Wiring by layer:
Only two layers are drawn.
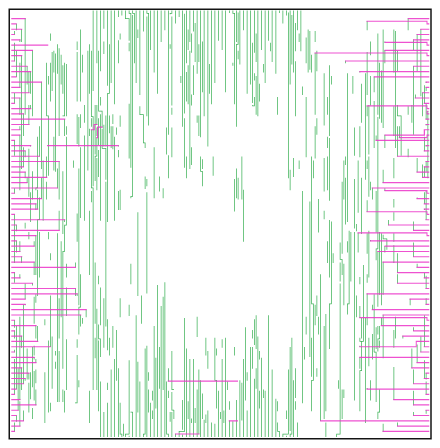
Nets reached from selected ports:
The bar under the picture is 20 um long.
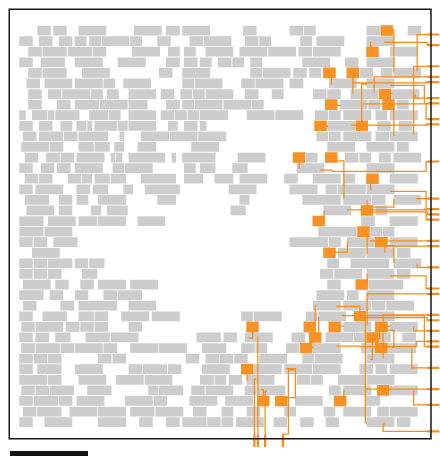
Met1 routing:
The bar under the picture is 20 um long. Supply wires on this layer in gray. Cells faint in the background.
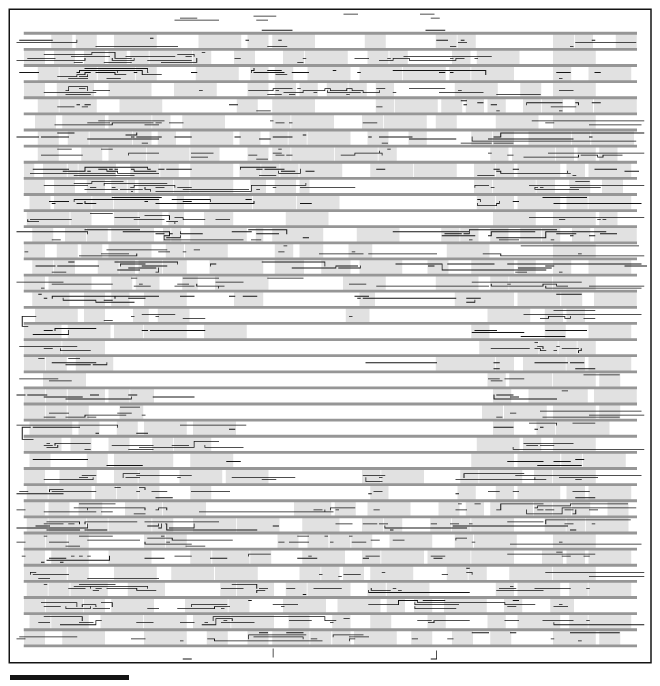
Power grid:
Pins as bars on the die edge. Tap cells in gray.
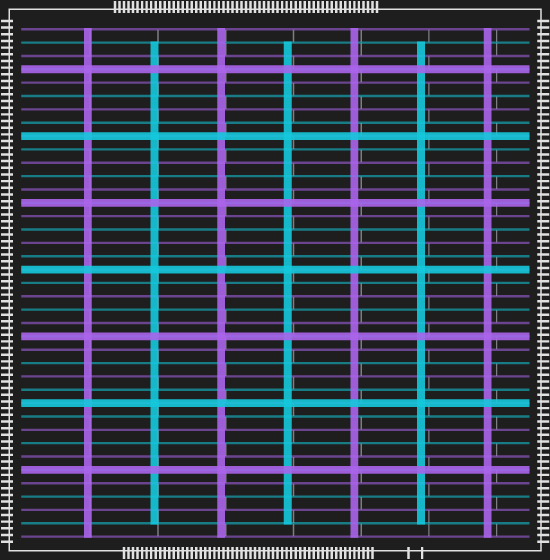
$ cat src/rtl/jedro_1_mem_arbiter.sv
// Arbiter that shares one single-port RAM between the instruction fetch port and the data (LSU) port.
// Grants are combinational and round-robin, and each granted access returns its response one cycle later.
module jedro_1_mem_arbiter #(
  parameter int ADDR_WIDTH = 32,
  parameter int DATA_WIDTH = 32
) (
  input  logic                    clk_i,
  input  logic                    rst_i,
  input  logic                    i_req_i,
  input  logic [ADDR_WIDTH-1:0]   i_addr_i,
  input  logic                    i_flush_i,
  output logic                    i_gnt_o,
  output logic                    i_rvalid_o,
  output logic [DATA_WIDTH-1:0]   i_rdata_o,
  input  logic                    d_req_i,
  input  logic                    d_we_i,
  input  logic [DATA_WIDTH/8-1:0] d_be_i,
  input  logic [ADDR_WIDTH-1:0]   d_addr_i,
  input  logic [DATA_WIDTH-1:0]   d_wdata_i,
  output logic                    d_gnt_o,
  output logic                    d_rvalid_o,
  output logic [DATA_WIDTH-1:0]   d_rdata_o,
  output logic                    mem_en_o,
  output logic [DATA_WIDTH/8-1:0] mem_we_o,
  output logic [ADDR_WIDTH-1:0]   mem_addr_o,
  output logic [DATA_WIDTH-1:0]   mem_wdata_o,
  input  logic [DATA_WIDTH-1:0]   mem_rdata_i
);

  typedef enum logic [1:0] {
    OWN_NONE    = 2'd0,
    OWN_INSTR   = 2'd1,
    OWN_DATA_RD = 2'd2,
    OWN_DATA_WR = 2'd3
  } owner_e;

  owner_e owner_q, owner_d;
  logic   last_d_q, last_d_d;  // 1: the data port holds the most recent grant
  logic   i_cand, d_cand;
  logic   i_win, d_win;

  always_ff @(posedge clk_i or posedge rst_i) begin
    if (rst_i) begin
      owner_q  <= OWN_NONE;
      last_d_q <= 1'b1;
    end else begin
      owner_q  <= owner_d;
      last_d_q <= last_d_d;
    end
  end

  always_comb begin
    owner_d     = OWN_NONE;
    last_d_d    = last_d_q;
    i_gnt_o     = 1'b0;
    d_gnt_o     = 1'b0;
    mem_en_o    = 1'b0;
    mem_we_o    = '0;
    mem_addr_o  = '0;
    mem_wdata_o = '0;
    i_rvalid_o  = 1'b0;
    i_rdata_o   = '0;
    d_rvalid_o  = 1'b0;
    d_rdata_o   = '0;

    // A flush blocks the fetch port, and reset silences both ports at once.
    i_cand = i_req_i & ~i_flush_i & ~rst_i;
    d_cand = d_req_i & ~rst_i;
    if (i_cand && d_cand) begin
      i_win = last_d_q;
      d_win = ~last_d_q;
    end else begin
      i_win = i_cand;
      d_win = d_cand;
    end

    if (i_win) begin
      i_gnt_o    = 1'b1;
      mem_en_o   = 1'b1;
      mem_addr_o = i_addr_i;
      owner_d    = OWN_INSTR;
      last_d_d   = 1'b0;
    end else if (d_win) begin
      d_gnt_o     = 1'b1;
      mem_en_o    = 1'b1;
      mem_addr_o  = d_addr_i;
      mem_wdata_o = d_wdata_i;
      mem_we_o    = d_we_i ? d_be_i : '0;
      owner_d     = d_we_i ? OWN_DATA_WR : OWN_DATA_RD;
      last_d_d    = 1'b1;
    end else begin
      owner_d = OWN_NONE;
    end

    case (owner_q)
      OWN_INSTR: begin
        if (!i_flush_i && !rst_i) begin
          i_rvalid_o = 1'b1;
          i_rdata_o  = mem_rdata_i;
        end else begin
          i_rvalid_o = 1'b0;
        end
      end
      OWN_DATA_RD: begin
        d_rvalid_o = ~rst_i;
        d_rdata_o  = rst_i ? '0 : mem_rdata_i;
      end
      OWN_DATA_WR: begin
        d_rvalid_o = ~rst_i;
      end
      default: begin
        i_rvalid_o = 1'b0;
        d_rvalid_o = 1'b0;
      end
    endcase
  end

endmodule

$ cat config.mk
export PLATFORM = sky130hd
export DESIGN_NAME = jedro_1_mem_arbiter
export DESIGN_NICKNAME = d
export VERILOG_FILES = /design/src/rtl/jedro_1_mem_arbiter.sv
export SDC_FILE = /design/constraint.sdc
export NUM_CORES = 1
export LEC_CHECK = 0
export CAP_MARGIN = 40
export CORE_AREA = 2 2 106 108
export DETAILED_ROUTE_END_ITERATION = 7
export DIE_AREA = 0 0 108 110
export PLACE_DENSITY = 0.58
export SLEW_MARGIN = 0
export SYNTH_ARGS = -nofsm -noshare
export SYNTH_HDL_FRONTEND = slang
export SYNTH_SLANG_ARGS = --single-unit
$ cat constraint.sdc
create_clock -name clk_i -period 1.4 [get_ports clk_i]
set_input_delay 0.28 -clock clk_i [delete_from_list [all_inputs] [get_ports clk_i]]
set_output_delay 0.28 -clock clk_i [all_outputs]
set_load 0.05 [all_outputs]
==> summary.txt <==
impl run done, here's what came out: Worst Hold Class in -> async, dpl cell area 0.00602 mm2, part of the power in registers 0.050, share of post-route cells with drive strength above 1 0.692, Latency at later pin 0.21 ns, fin crit period 1.87 ns, synth unique cells 18, CTS sink cnt 3, met3 usage 0.0453, iteration tally of the first detailed-router pass 4, adder share 0, sequential share of the synthesized area 0.0645, Max IR drop VDD 0.000277 V, Reg clk slew, reported paths 0.03 ns, relative slew slack 0.795, top cells, area and2_1 51%, a22o_1 24%, dfrtp_1 4.2%, post-route ant nets 0, CP top delay family flip-flops, Tapcells 140, critical path startpoint last_d_q$_DFFE_PP1P_, tool warnings 29, Main logic family simple AND/OR/NAND/NOR gates, Main synth FF type dfrtp_1, most frequent logic cell in the layout buf_12, worst clock skew 0.00272 ns, fin cells 598, final worst slack -0.469 ns, Inserted Clock Buffers 3, sw frac 0.407, logic gate share of total power 0.854, M2 GR Usage 0.344, WP data arrival 1.59 ns, XOR Share, Synth 0, max-cap violation count 0, Initial Util 0.111, Top cell by count, worst path buf_12, sum of net half-perimeters after detailed placement 8290 um, area reported by Yosys stat 0.00118 mm2, outcome finished, violations left, Area growth syn-to-layout 447%, r2r worst-path depth 3, Post-synth EDFFs 0, logic area 0.00158 mm2, failing checks setup timing, ys flops 3, fin crit share 1.33, sequence of cells on the critical path nor2b_4, nor2_8, buf_6, buf_12, a22o_2, buf_12, register area 76.3 um2, critical path type reg -> out, comb_multi_in 144, R2R Setup Slk 0.13 ns, root buf cell clkbuf_8, CTS max path bufs 2, hold_ws 0.117 ns, Non-clock buffering overhead 0.709, clock network power share 0.096, met3 WL 1050 um, DRT iter0 DRCs 65, dominant kind of cell non-clock buffers, Detail Route met2 WL 5990 um, FF-to-FF Start last_d_q$_DFFE_PP1P_, sequential cell area share 0.0118, Seq group 132 uW, final number of setup-violating endpoints 136
About 'wiring by layer':
[magenta] M3 | wire length: 1,050 um
[green] M2 | wire length: 5,990 um
wire per inst: 17.0 um
final WL: 10,200 um
vias: 2,398

About 'nets reached from selected ports':
[orange] d_rdata_o | bits: 32 | direction: output | edge: 28 right, 4 bottom | end cells: 32 | buffers: 32 | wire: 714 um
IO Count: 275
port buffer count: 274

About 'met1 routing':
main direction: horizontal
nets with wire on the layer: 445
wire length on this layer: 3,120 um
grt met1 use: 0.153

About 'power grid':
[cyan] VDD
[purple] VSS
rows: 38
met5 straps: 7
met1 rails: 39
met4 straps: 7

No activity file was given, so power comes from the tool's default toggle rates.
